M1 wires:
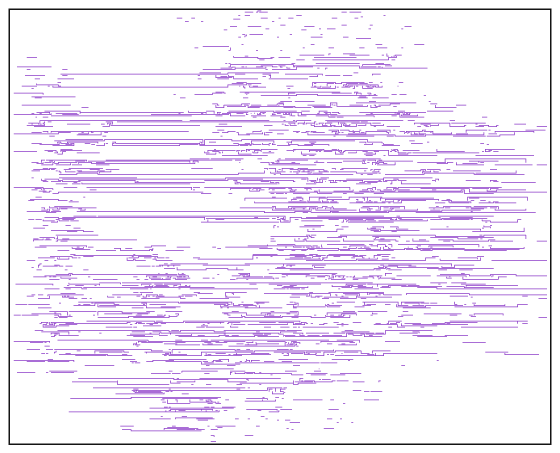
Placement view:
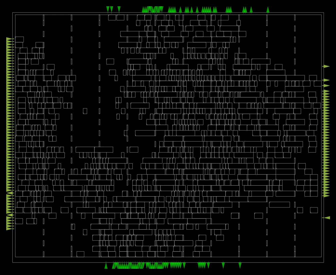
==> config.mk <==
export PLATFORM = sky130hd
export DESIGN_NAME = pc_sequencer_flat
export DESIGN_NICKNAME = d
export VERILOG_FILES = /design/src/rtl/pc_seq_pkg.sv /design/src/rtl/pc_sequencer_if.sv /design/src/rtl/pc_next_sel.sv /design/src/rtl/pc_sequencer.sv /design/src/flat_wrapper.sv
export SDC_FILE = /design/constraint.sdc
export NUM_CORES = 1
export LEC_CHECK = 0
export ABC_AREA = 1
export CAP_MARGIN = 20
export CORE_ASPECT_RATIO = 0.8
export CORE_MARGIN = 1
export CORE_UTILIZATION = 25
export CTS_CLUSTER_DIAMETER = 150
export CTS_CLUSTER_SIZE = 12
export DETAILED_ROUTE_END_ITERATION = 7
export GPL_ROUTABILITY_DRIVEN = 0
export GPL_TIMING_DRIVEN = 0
export SLEW_MARGIN = 5
export SYNTH_ARGS = -nofsm -noshare
export SYNTH_HDL_FRONTEND = slang
export SYNTH_SLANG_ARGS = --single-unit
==> constraint.sdc <==
create_clock -name clk -period 2.2 [get_ports clk]
set_clock_uncertainty 0.05 [all_clocks]
set_input_delay 0.22 -clock clk [delete_from_list [all_inputs] [get_ports clk]]
set_output_delay 0.22 -clock clk [all_outputs]
set_load 0.01 [all_outputs]
==> job_summary.md <==
### Metrics collected by this job

| Metric | Value |
|---|---|
| Crit path capture type | output pin |
| Total number of H-tree levels | 3 |
| Iter 0 DRT Violations | 376 |
| Required time at the worst-slack endpoint | 1.93 ns |
| Yosys warns | 0 |
| TritonCTS Buffers | 9 |
| Core ar. | 18,100 um^2 |
| Flip-flops with a built-in enable | 0 |
| Mean number of vias per cell | 4.70 |
| Number of standard cells reported by yosys | 674 |
| Top logic cell by instance count in the layout | sky130_fd_sc_hd__nand2_1 |
| Area fraction of the dominant cell type after synthesis | 0.380 |
| Synth Area in Simple Gates | 0.330 |
| Vias in the first global route | 5,372 |
| Transition time of the tightest slew-check pin | 0.718 ns |
| Pin count of the biggest net entering global routing | 42 |
| Xor/xnor share | 0.0133 |
| Most numerous logic cells after layout | 231 x sky130_fd_sc_hd__nand2_1, 165 x sky130_fd_sc_hd__clkdlybuf4s50_1, 67 x sky130_fd_sc_hd__inv_1 |
| Number of routed nets with antenna violations | 0 |
| Overall routing resource usage | 0.223 |
| Maximum buffer depth of the clock tree | 2 |
| Leakage dissipation | 3.54 nW |
| Result of the run | complete, no violations |
| Critical path class | reg2out |
| NumNets Final | 1,024 |
| Area fraction in compound gates | 0.154 |
| Final total power | 8.75 mW |
| Path depth of the worst reg2reg path | 8 |
| Port Buffers | 192 |
| Count of endpoints failing hold in the final timing report | 0 |
| DRC viols | 0 |
| Die width | 154 um |
| Reg2Reg Setup Slack | 0.24 ns |
| Wire per inst | 17.6 um |
| Initial standard-cell utilization of the core | 0.255 |
| Total overflow reported by the global router | 0 |
| Summed negative setup slack over all endpoints | 0 ns |
| Clock tree root buffer cell | sky130_fd_sc_hd__clkbuf_16 |
| Max-cap violations | 0 |
| Fill cell total of the finished layout | 1,875 |
| Area post-placement | 6850 um^2 |
| Area delta synth->final | 68.3% |
| Synth async-reset ratio | 1.00 |
| First-pass DRT Iterations | 5 |
| Power Density | 1130 nW/um^2 |
| Startpoint Class | flip-flop |
| Area leader, netlist | sky130_fd_sc_hd__dfrtp_1 |
| CTS tree | yes |
| Synthesized area per cell | 6.84 um^2 |
| Total I/O pin count | 194 |
| Insertion Delay late pin | 0.35 ns |
| Number of slew-limit violations in the final report | 0 |
| Number of sinks handled by clock tree synthesis | 71 |
| Peak VDD IR | 0.420 mV |
| Adder-cell share of the synthesized area | 0.0163 |
| Min-Delay Path Class | in2async |
| Worst-path clk slew | 0.06 ns |
| Register share after synthesis | 0.385 |
| Floorplan Nets | 776 |
| CP Max Fanout | 4 |
| Synth flops | 71 |
| Netlist cell types | 35 |
| YS chip area | 4610 um^2 |
| Dominant kind of combinational cell | simple AND/OR/NAND/NOR gates |
| Number of cells produced by synthesis | 674 |
| Multiplexer share | 0 |
| Detailed placement HPWL | 15.7 mm |
| Tool warnings | 31 |
| Post-route cell area | 7770 um^2 |
| Clock period minus worst slack | 2.17 ns |
| Dominant synthesized flop cell | sky130_fd_sc_hd__dfrtp_1 |
| # diodes | 0 |
| Total die size | 19,000 um^2 |
| Setup-failing EPs final | 0 |
| Number of antenna violations at the first check in global routing | 0 |
| Peak Freq | 460 MHz |
| Top post-synthesis cells by area | sky130_fd_sc_hd__dfrtp_1 38%, sky130_fd_sc_hd__nand2_1 20%, sky130_fd_sc_hd__inv_1 5.7% |
| Layout cell share with drive strength beyond 1 | 0.214 |
-- 'M1 wires' (at the start) --
892 nets have wire on it. The wires run mostly horizontal.
met1 layer usage reported by global route: 0.305
Vias: 5,434
Detailed Route WL: 20.3 mm

-- 'placement view' (at the start) --
total number of tap cells: 230
FFs & Latches: 71
utilization after layout: 0.429
Cell Rows: 44
fraction of area in registers: 0.230

## synth_stat cells, types with 3 or more instances
cell                       number
sky130_fd_sc_hd__nand3_1       44
sky130_fd_sc_hd__nand3_2        3
sky130_fd_sc_hd__o21ai_2       23
sky130_fd_sc_hd__o21ai_1        8
sky130_fd_sc_hd__buf_2          5
sky130_fd_sc_hd__o22ai_1        6
sky130_fd_sc_hd__inv_1         70
sky130_fd_sc_hd__nor2_1        57
sky130_fd_sc_hd__dfrtp_1       70
sky130_fd_sc_hd__clkbuf_1       9
sky130_fd_sc_hd__a21oi_1       29
sky130_fd_sc_hd__xor2_1         6
sky130_fd_sc_hd__nand4_1        8
sky130_fd_sc_hd__nand2_1      251
sky130_fd_sc_hd__o21ai_0       40
sky130_fd_sc_hd__buf_6         10
sky130_fd_sc_hd__nand2_2        3
sky130_fd_sc_hd__ha_1           6
sky130_fd_sc_hd__a211oi_1       5
## layer usage
metal	global-route usage	part of all wire	routed length (um)
met2	0.354	0.44	8970
met4	0.0544	0.015	297
met5	0	0	0
met3	0.0536	0.076	1540
met1	0.305	0.47	9540
## kinds of logic after synthesis
| logic type | after synthesis |
|---|---|
| simple gates | 373 |
| compound gates | 117 |
| buf+inv | 100 |
| flops | 71 |
| xor+xnor | 7 |
| fa+ha+maj | 6 |
## final cells by class
class | instances | area (um^2) | share of cell area
multi-input cells | 503 | 2620 | 0.337
repair buffers | 237 | 2230 | 0.287
flip-flops and latches | 71 | 1790 | 0.230
well taps | 230 | 288 | 0.0371
inverters | 73 | 280 | 0.0361
clock buffers | 9 | 225 | 0.0290
plain buffers | 27 | 198 | 0.0255
clock inverters | 7 | 143 | 0.0184
## where the power goes
| part | internal, mW | switching [mW] |
|---|---|---|
| Sequential | 1.83 | 0.544 |
| Combinational | 2.18 | 2.35 |
| Clock | 1.23 | 0.617 |
| Total | 5.24 | 3.51 |
## worst max-delay path: stages (launching register included)
cell,delay (ns)
sky130_fd_sc_hd__dfrtp_1,0.36
sky130_fd_sc_hd__buf_6,0.12
sky130_fd_sc_hd__ha_4,0.17
sky130_fd_sc_hd__nand3_4,0.10
sky130_fd_sc_hd__nor2_4,0.16
sky130_fd_sc_hd__nand4_1,0.20
sky130_fd_sc_hd__nor2_1,0.15
sky130_fd_sc_hd__nand2_1,0.08
sky130_fd_sc_hd__nand2_1,0.09
sky130_fd_sc_hd__buf_2,0.13
## stage by stage
stage / setup slack, ns / hold slack (ns) / util / std cells
finish: 0.0252 / 0.320 / 0.429 / 1157
global route: -0.0661 / 0.353 / 0.429 / 1157
CTS: -0.0885 / 0.345 / 0.417 / 1141
detailed placement: -0.413 / 0.154 / 0.378 / 1097
global placement: -1.82 / 0.419 / 0.377 / 1096
floorplan: 0.508 / -0.126 / - / 674
## timing repair
item	CTS	global route
resized	80	75
endpoints found under the setup margin	26	29
hold endpoints to repair	30	0
hold buffers	1	0
buffers inserted	27	16
pin swaps	6	14
Power figures rest on the tool's default switching activity, not on a simulated workload.
